==> config.mk <==
export PLATFORM = sky130hd
export DESIGN_NAME = scmp_bus_arbiter
export DESIGN_NICKNAME = d
export VERILOG_FILES = /design/src/rtl/scmp_arb_pak.sv /design/src/rtl/scmp_arb_port.sv /design/src/rtl/scmp_bus_arbiter.sv
export SDC_FILE = /design/constraint.sdc
export NUM_CORES = 1
export LEC_CHECK = 0
export ABC_AREA = 1
export CAP_MARGIN = 15
export CORE_AREA = 2 2 95 97
export DETAILED_ROUTE_END_ITERATION = 7
export DIE_AREA = 0 0 97 99
export HOLD_SLACK_MARGIN = 0.08
export PLACE_DENSITY = 0.7
export RECOVER_POWER = 25
export SETUP_SLACK_MARGIN = 0.1
export SYNTH_ARGS = -nofsm -noshare
export SYNTH_HDL_FRONTEND = slang
export SYNTH_HIERARCHICAL = 1
export SYNTH_SLANG_ARGS = --single-unit
export TNS_END_PERCENT = 1
==> constraint.sdc <==
create_clock -name clk -period 4.8 [get_ports clk]
set_clock_uncertainty 0.2 [all_clocks]
set_input_delay 0.96 -clock clk [delete_from_list [all_inputs] [get_ports clk]]
set_output_delay 0.96 -clock clk [all_outputs]
set_load 0.01 [all_outputs]
Fig. 1: run 1, cell sizes after repair
Scale bar: 20 µm.
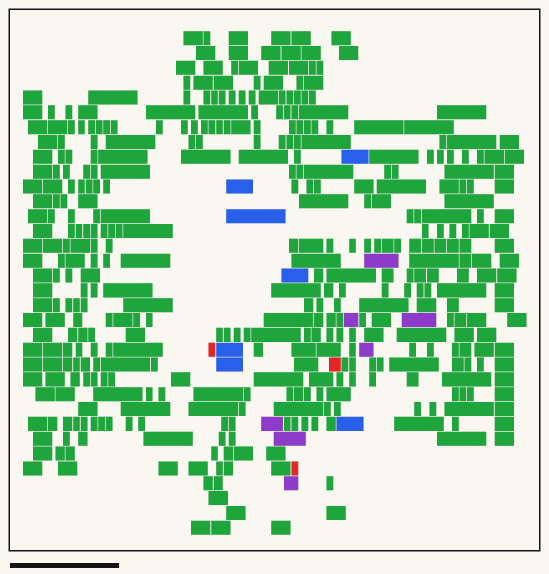
legend:
  blue:
    size: x6 and larger
    cells: 7
    share: 1.7%
  purple:
    size: x3 and x4
    cells: 7
    share: 1.7%
  green:
    size: x1 and smaller
    cells: 405
    share: 96%
  red:
    size: x2
    cells: 3
    share: 0.71%
Final WS setup: 1.82 ns
Area Growth Syn to Fin: 48.2%
post-route cell area: 3720 µm²
Non-clk bufs: 112

Fig. 2: run 1, cell classes on the final placement
Scale bar: 20 µm.
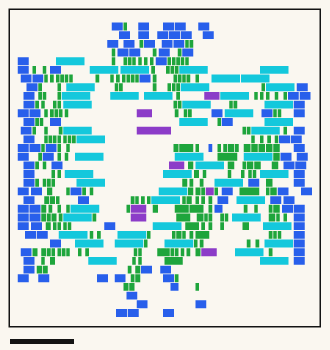
legend:
  purple:
    class: clock drivers and dummy loads
    cells: 8
  green:
    class: remaining logic cells
    cells: 253
  cyan:
    class: registers
    cells: 49
  blue:
    class: remaining buffers and delay cells
    cells: 112
fin util: 0.435
flop share of the area: 0.330
Core ar.: 8550 µm²
row cnt: 34

Fig. 3: run 1, track usage over the die
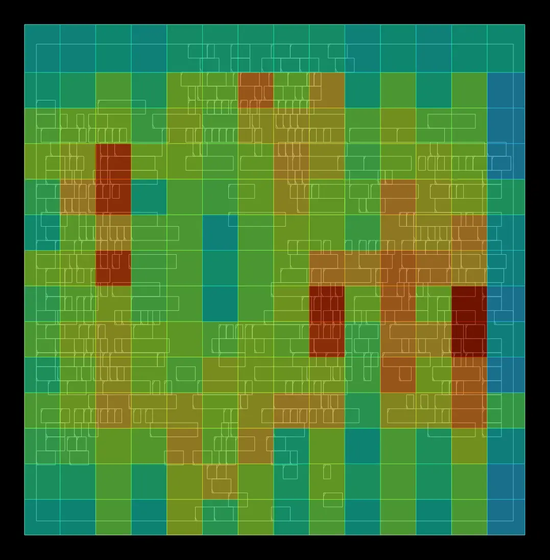
met2 GRT Util: 0.239
aggregate global-route resource usage: 0.140
M1 GR Usage: 0.170

Fig. 4: run 1, gate families picked out
Scale bar: 20 µm.
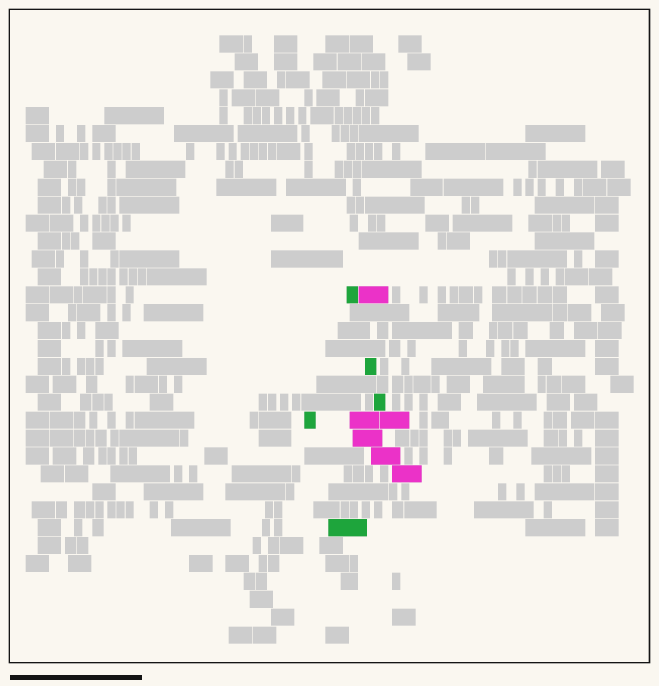
legend:
  magenta:
    family: fa/ha/maj cells
    cells: 6
  green:
    family: aoi and oai cells
    cells: 5
    where: middle
Comb area share: 0.285
Commonest Layout Cell: nand2_1
Non-Filler Instances: 530

==> Slide: Implementation Results, run 1 <==
Physical Implementation Snapshot

Logic synthesis
  • YS chip area: 2510 µm²
  • Yosys xor share: 0
  • Yosys simple share: 0.377
  • Yosys Instances: 319
  • Mux cell area share after synthesis: 0
  • Mapped Cells: 319
  • Synthesized Nets: 388
  • Post-synth ARST share: 1.00
  • Post-synth EDFFs: 0
  • Largest family of logic cells by area: simple AND/OR/NAND/NOR gates

Place
  • Placed Area: 3600 µm²
  • # port buffers: 109

GRT
  • Initial antenna violation count: 0
  • Vias in the first global route: 2,308
  • Total gr overflow: 0

Pwr
  • Peak supply drop: 167 µV
  • Pwr/cell area: 527 nW/µm²
  • Switching portion of total power: 0.369
  • Clock power frac: 0.157
  • P_leak: 1.86 nW

Setup path
  • Worst Path Arrival: 1.82 ns
  • Worst Setup End Kind: output port
  • CP cell instances: inv_1 -> nand2_1 -> clkdlybuf4s50_1
  • Reg-to-reg setup timing slack: 2.93 ns
  • Crit path kind: flip-flop to output port
  • CP Launch Type: flip-flop
  • Slowest CP cell: clkdlybuf4s50_1
  • Crit-path max FO: 20

Timing
  • Tmin final: 2.98 ns
  • Worst Tran Pin Value: 1.63 ns
  • Max Slew Vio Count: 32
  • Worst rel slew slack: -0.0848
  • F_max: 335 MHz

Finish
  • Final #Nets: 490
  • Max reg flops: 16
  • N_diodes: 0

Hold path
  • Hold Path Depth: 2
  • Worst Hold Class: flip-flop to flip-flop

Clock tree
  • Worst-case clock buffer depth: 2
  • Post_cts resized: 0

Floorplan
  • Initial Util: 0.293
  • IO Count: 110
  • Die Span Y: 99 µm

Route
  • Via-to-Cell Ratio: 4.45
  • Drt pass-1 iters: 4
  • Average wire per standard cell: 12.3 µm

Run status
  • Failing checks: max-capacitance violations, max-slew violations
  • Status: complete, but fails checks

Flow run
  • MaxCap Viol Count: 1
run 1: cells in the final DEF (no fill, tap or decap), types with 2 or more instances in the layout:
| master | count |
|---|---|
| nand3_1 | 22 |
| dfrtp_1 | 49 |
| o21ai_0 | 4 |
| nand2_1 | 180 |
| ha_1 | 6 |
| clkbuf_8 | 6 |
| clkdlybuf4s50_1 | 108 |
| buf_4 | 2 |
| nand4_1 | 16 |
| nand3_4 | 2 |
| inv_2 | 2 |
| inv_1 | 16 |
| nor2_1 | 2 |
run 1: layer usage:
metal | global-route usage | part of all wire
met1 | 0.170 | 0.43
met2 | 0.239 | 0.48
met3 | 0.0454 | 0.082
met4 | 0.0358 | 0.011
met5 | 0 | 0
run 1: worst max-delay path: cells and delay by family (launching register included):
family | cells | cell delay (ns)
DFF | 1 | 0.39
and+or+nand+nor | 1 | 0.10
buffers and inverters | 2 | 1.03
run 1: area by class of cell:
type,count,area (µm²)
Clock inverter,2,37.5
Sequential cell,49,1230
Clock buffer,6,82.6
Fill cell,870,4830
Inverter,18,67.6
Tap cell,108,135
Multi-Input combinational cell,235,1060
Timing Repair Buffer,112,1110
run 1: power by group through the flow:
stage,Sequential (mW),Combinational (mW),Clock [mW]
after floorplan,0.763,0.462,0
after global placement,0.708,0.930,0
after detailed placement,0.709,0.957,0
after CTS,0.707,0.958,0.317
after global routing,0.730,1.05,0.332
final,0.706,0.945,0.308
run 1: stage by stage:
step           power (mW)  std cells  setup WS, ns
2_1_floorplan        1.22        319          2.82
3_3_place_gp         1.64        522          1.95
3_5_place_dp         1.67        522          1.94
4_1_cts              1.98        530          1.82
5_1_grt              2.11        530          1.50
6_report             1.96        530          1.82
Fig. 5: run 1, sequential cells colored by netlist name
Scale bar: 20 µm.
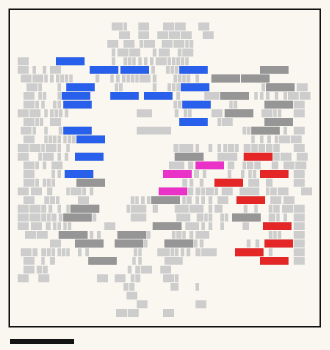

==> run 1 -> run 2 <==
Clock period 4.8 ns to 3.07 ns, I/O delays scaled along.
Fig. 6: run 2, sequential cells colored by netlist name
Scale bar: 20 µm.
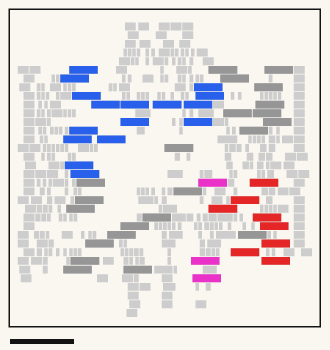
legend:
  magenta:
    name_in_the_netlist: r_cnt
    sequential_cells: 3
  blue:
    name_in_the_netlist: mem_addr
    sequential_cells: 16
  red:
    name_in_the_netlist: u_port_cpu/o_rdata
    sequential_cells: 8
sequential cell area: 1230 µm²
fin util: 0.430
flop share of the area: 0.333
Flop+latch power: 1.11 mW

Fig. 7: run 2, track usage over the die
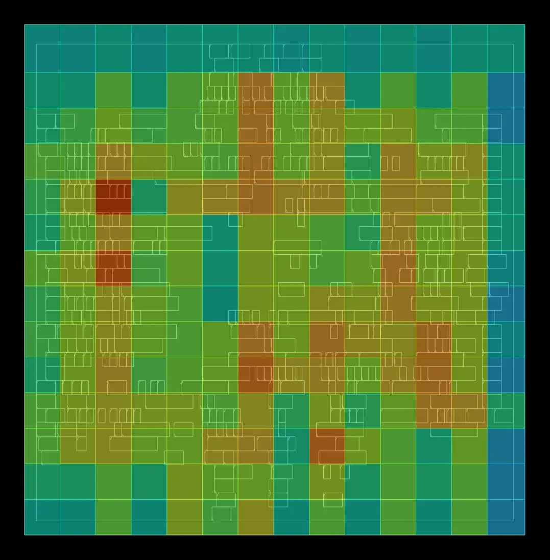
aggregate global-route resource usage: 0.140
GR Layer Usage met3: 0.0496
Most Crowded Layer GR: met2
average wire per standard cell: 12.5 µm

Fig. 8: run 2, gate families picked out
Scale bar: 20 µm.
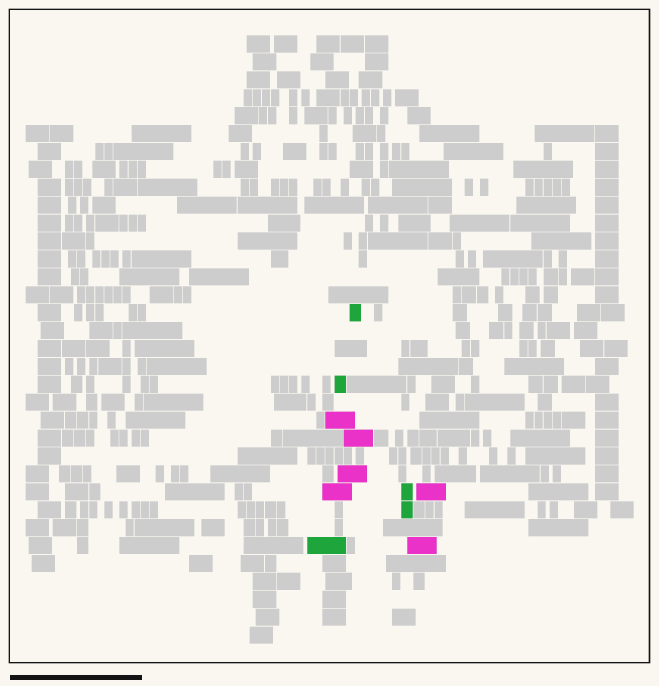
legend:
  magenta:
    family: fa/ha/maj cells
    cells: 6
    where: bottom middle
  green:
    family: aoi and oai cells
    cells: 5
Non-Filler Instances: 529
Comb area share: 0.287

==> run 2 against run 1 <==
The flow now finishes without violations; critical endpoint is now mem_wr_n; die size did not move; first-iteration DRC count rose by 80%; power rose by 50%; critical path type unchanged; synthesized cell count did not move; cell count fell by 0.19%; sequential share of layout area rose by 0.34 points; global-route usage barely moved; largest cell class unchanged.
==> Slide: Implementation Results, run 2 <==
Physical Implementation Snapshot

Run status
  • Status: complete, no violations

Route
  • Drt pass-1 iters: 4
  • Final ANT Viol Nets: 0
  • DRC violations left: 0
  • M1 WL: 2740 µm
  • Via-to-Cell Ratio: 4.41
  • WL final: 6590 µm
  • Metal3 WL: 532 µm
  • Total length of routed met2 wires: 3260 µm
  • Top routing layer used: met4
  • First DRT Iteration DRCs: 74

Setup path
  • WP data required: 2.26 ns
  • Slowest CP cell: clkdlybuf4s50_1
  • Crit-path max FO: 7
  • CP top delay family: buffers and inverters
  • Worst Path Arrival: 1.68 ns
  • Crit path kind: flip-flop to output port
  • Worst Setup End Kind: output port
  • Reg-to-reg setup timing slack: 1.20 ns
  • CP cell instances: inv_1 -> ha_1 -> nand2_1 -> clkdlybuf4s50_1
  • CP bufs+invs: 2
  • Number of cells on the critical path: 4
  • CP Launch Type: flip-flop

Finish
  • Max reg flops: 16
  • Area Growth Syn to Fin: 46.7%
  • Final #Nets: 491
  • # fillers: 883
  • Top Layout Cells: nand2_1 (180), clkdlybuf4s50_1 (108), dfrtp_1 (49), nand3_1 (22)
  • N_diodes: 0
  • Commonest Layout Cell: nand2_1

Flow run
  • MaxCap Viol Count: 0
  • Tool warnings: 29

Timing
  • F_max: 401 MHz
  • Tmin final: 2.49 ns
  • Final period utilization: 0.811
  • Final WS setup: 0.579 ns
  • Max Slew Vio Count: 0
  • RSZ-0062 raised after global routing: no
  • Worst Tran Pin Value: 0.772 ns
  • Worst rel slew slack: 0.485

GRT
  • Vias in the first global route: 2,391
  • Total gr overflow: 0
  • Largest net degree at the start of global routing: 32
  • Initial antenna violation count: 0
  • First-pass GRT wire length: 11,000 µm

Hold path
  • Hold Path Depth: 2
  • Worst Hold Class: flip-flop to flip-flop

Floorplan
  • Die X: 97 µm
  • IO Count: 110
  • Row cnt: 34
  • Die Span Y: 99 µm
  • Core ar.: 8550 µm²
  • Die ar.: 9600 µm²
  • Initial Util: 0.293

Logic synthesis
  • Synthesis warning total: 6
  • YS chip area: 2510 µm²
  • Yosys Instances: 319
  • Register area share after synthesis: 0.489
  • Post-synth ARST share: 1.00
  • Synthesized Nets: 388
  • Mapped Cells: 319
  • Yosys top cell by instances: nand2_1
  • Post-synth cell types: 18
  • Post-synth EDFFs: 0

Clock tree
  • Clk sink count: 49
  • Hold_buf cts: 0
  • Inserted Clock Buffers: 5
  • Worst-case clock buffer depth: 2
  • # Post-CTS Setup Buffers: 0
  • Clock-pin transition on the worst setup and hold timing paths: 0.08 ns
  • Post_cts resized: 0
  • Root Driver: clkbuf_8

Pwr
  • Pwr/cell area: 797 nW/µm²
  • Peak supply drop: 300 µV
  • P_leak: 1.85 nW

Place
  • HPWL Detailed: 5020 µm
  • # port buffers: 109
  • Place WS: 0.443 ns
==> run 2: netlist changes by cell type in the layout (fill, tap and decap cells not counted) <==
| cell | change |
|---|---|
| buf_4 | +1 |
| clkinvlp_4 | -1 |
| bufinv_16 | -1 |
| clkinv_2 | +1 |
| clkbuf_8 | -1 |
| clkbuf_2 | +1 |
| clkbuf_1 | -1 |
==> run 2: worst min-delay path: stages, from the launching register on <==
cell,delay [ns]
dfrtp_1,0.35
nand2_1,0.06
nand2_1,0.05
==> run 2: metrics by stage <==
| stage | hold WS, ns | total power [mW] | instance area (µm²) | std cells |
|---|---|---|---|---|
| 2_1_floorplan | 0.242 | 1.91 | 2510 | 319 |
| 3_3_place_gp | 0.262 | 2.57 | 3610 | 523 |
| 3_5_place_dp | 0.268 | 2.62 | 3610 | 523 |
| 4_1_cts | 0.291 | 2.97 | 3680 | 529 |
| 5_1_grt | 0.304 | 3.18 | 3680 | 529 |
| 6_report | 0.288 | 2.93 | 3680 | 529 |
==> run 2: layer usage <==
metal / global-route usage / up-vias
li1: - / 1197
met1: 0.160 / 1041
met2: 0.255 / 91
met3: 0.0496 / 6
met4: 0.0260 / 0
met5: 0 / -
==> run 2: cell type report <==
type                            count  area, µm²  area share
Clock buffer                        5       68.8      0.0187
Tap cell                          108        135      0.0367
Multi-Input combinational cell    235       1060       0.287
Timing Repair Buffer              113       1120       0.304
Sequential cell                    49       1230       0.333
Inverter                           18       67.6      0.0184
Clock inverter                      1       5.00     0.00136
==> run 2: kinds of logic after synthesis <==
family	count (synthesis)	synth area share
compound gates	5	0.0145
flops	49	0.489
fa+ha+maj	6	0.0299
buf+inv	35	0.0893
simple gates	224	0.377
==> run 2: where the power goes <==
part / switching [mW] / internal, mW
clock network: 0.190 / 0.150
logic: 0.736 / 0.747
registers: 0.183 / 0.926
Power is estimated from default activity; no workload was simulated.
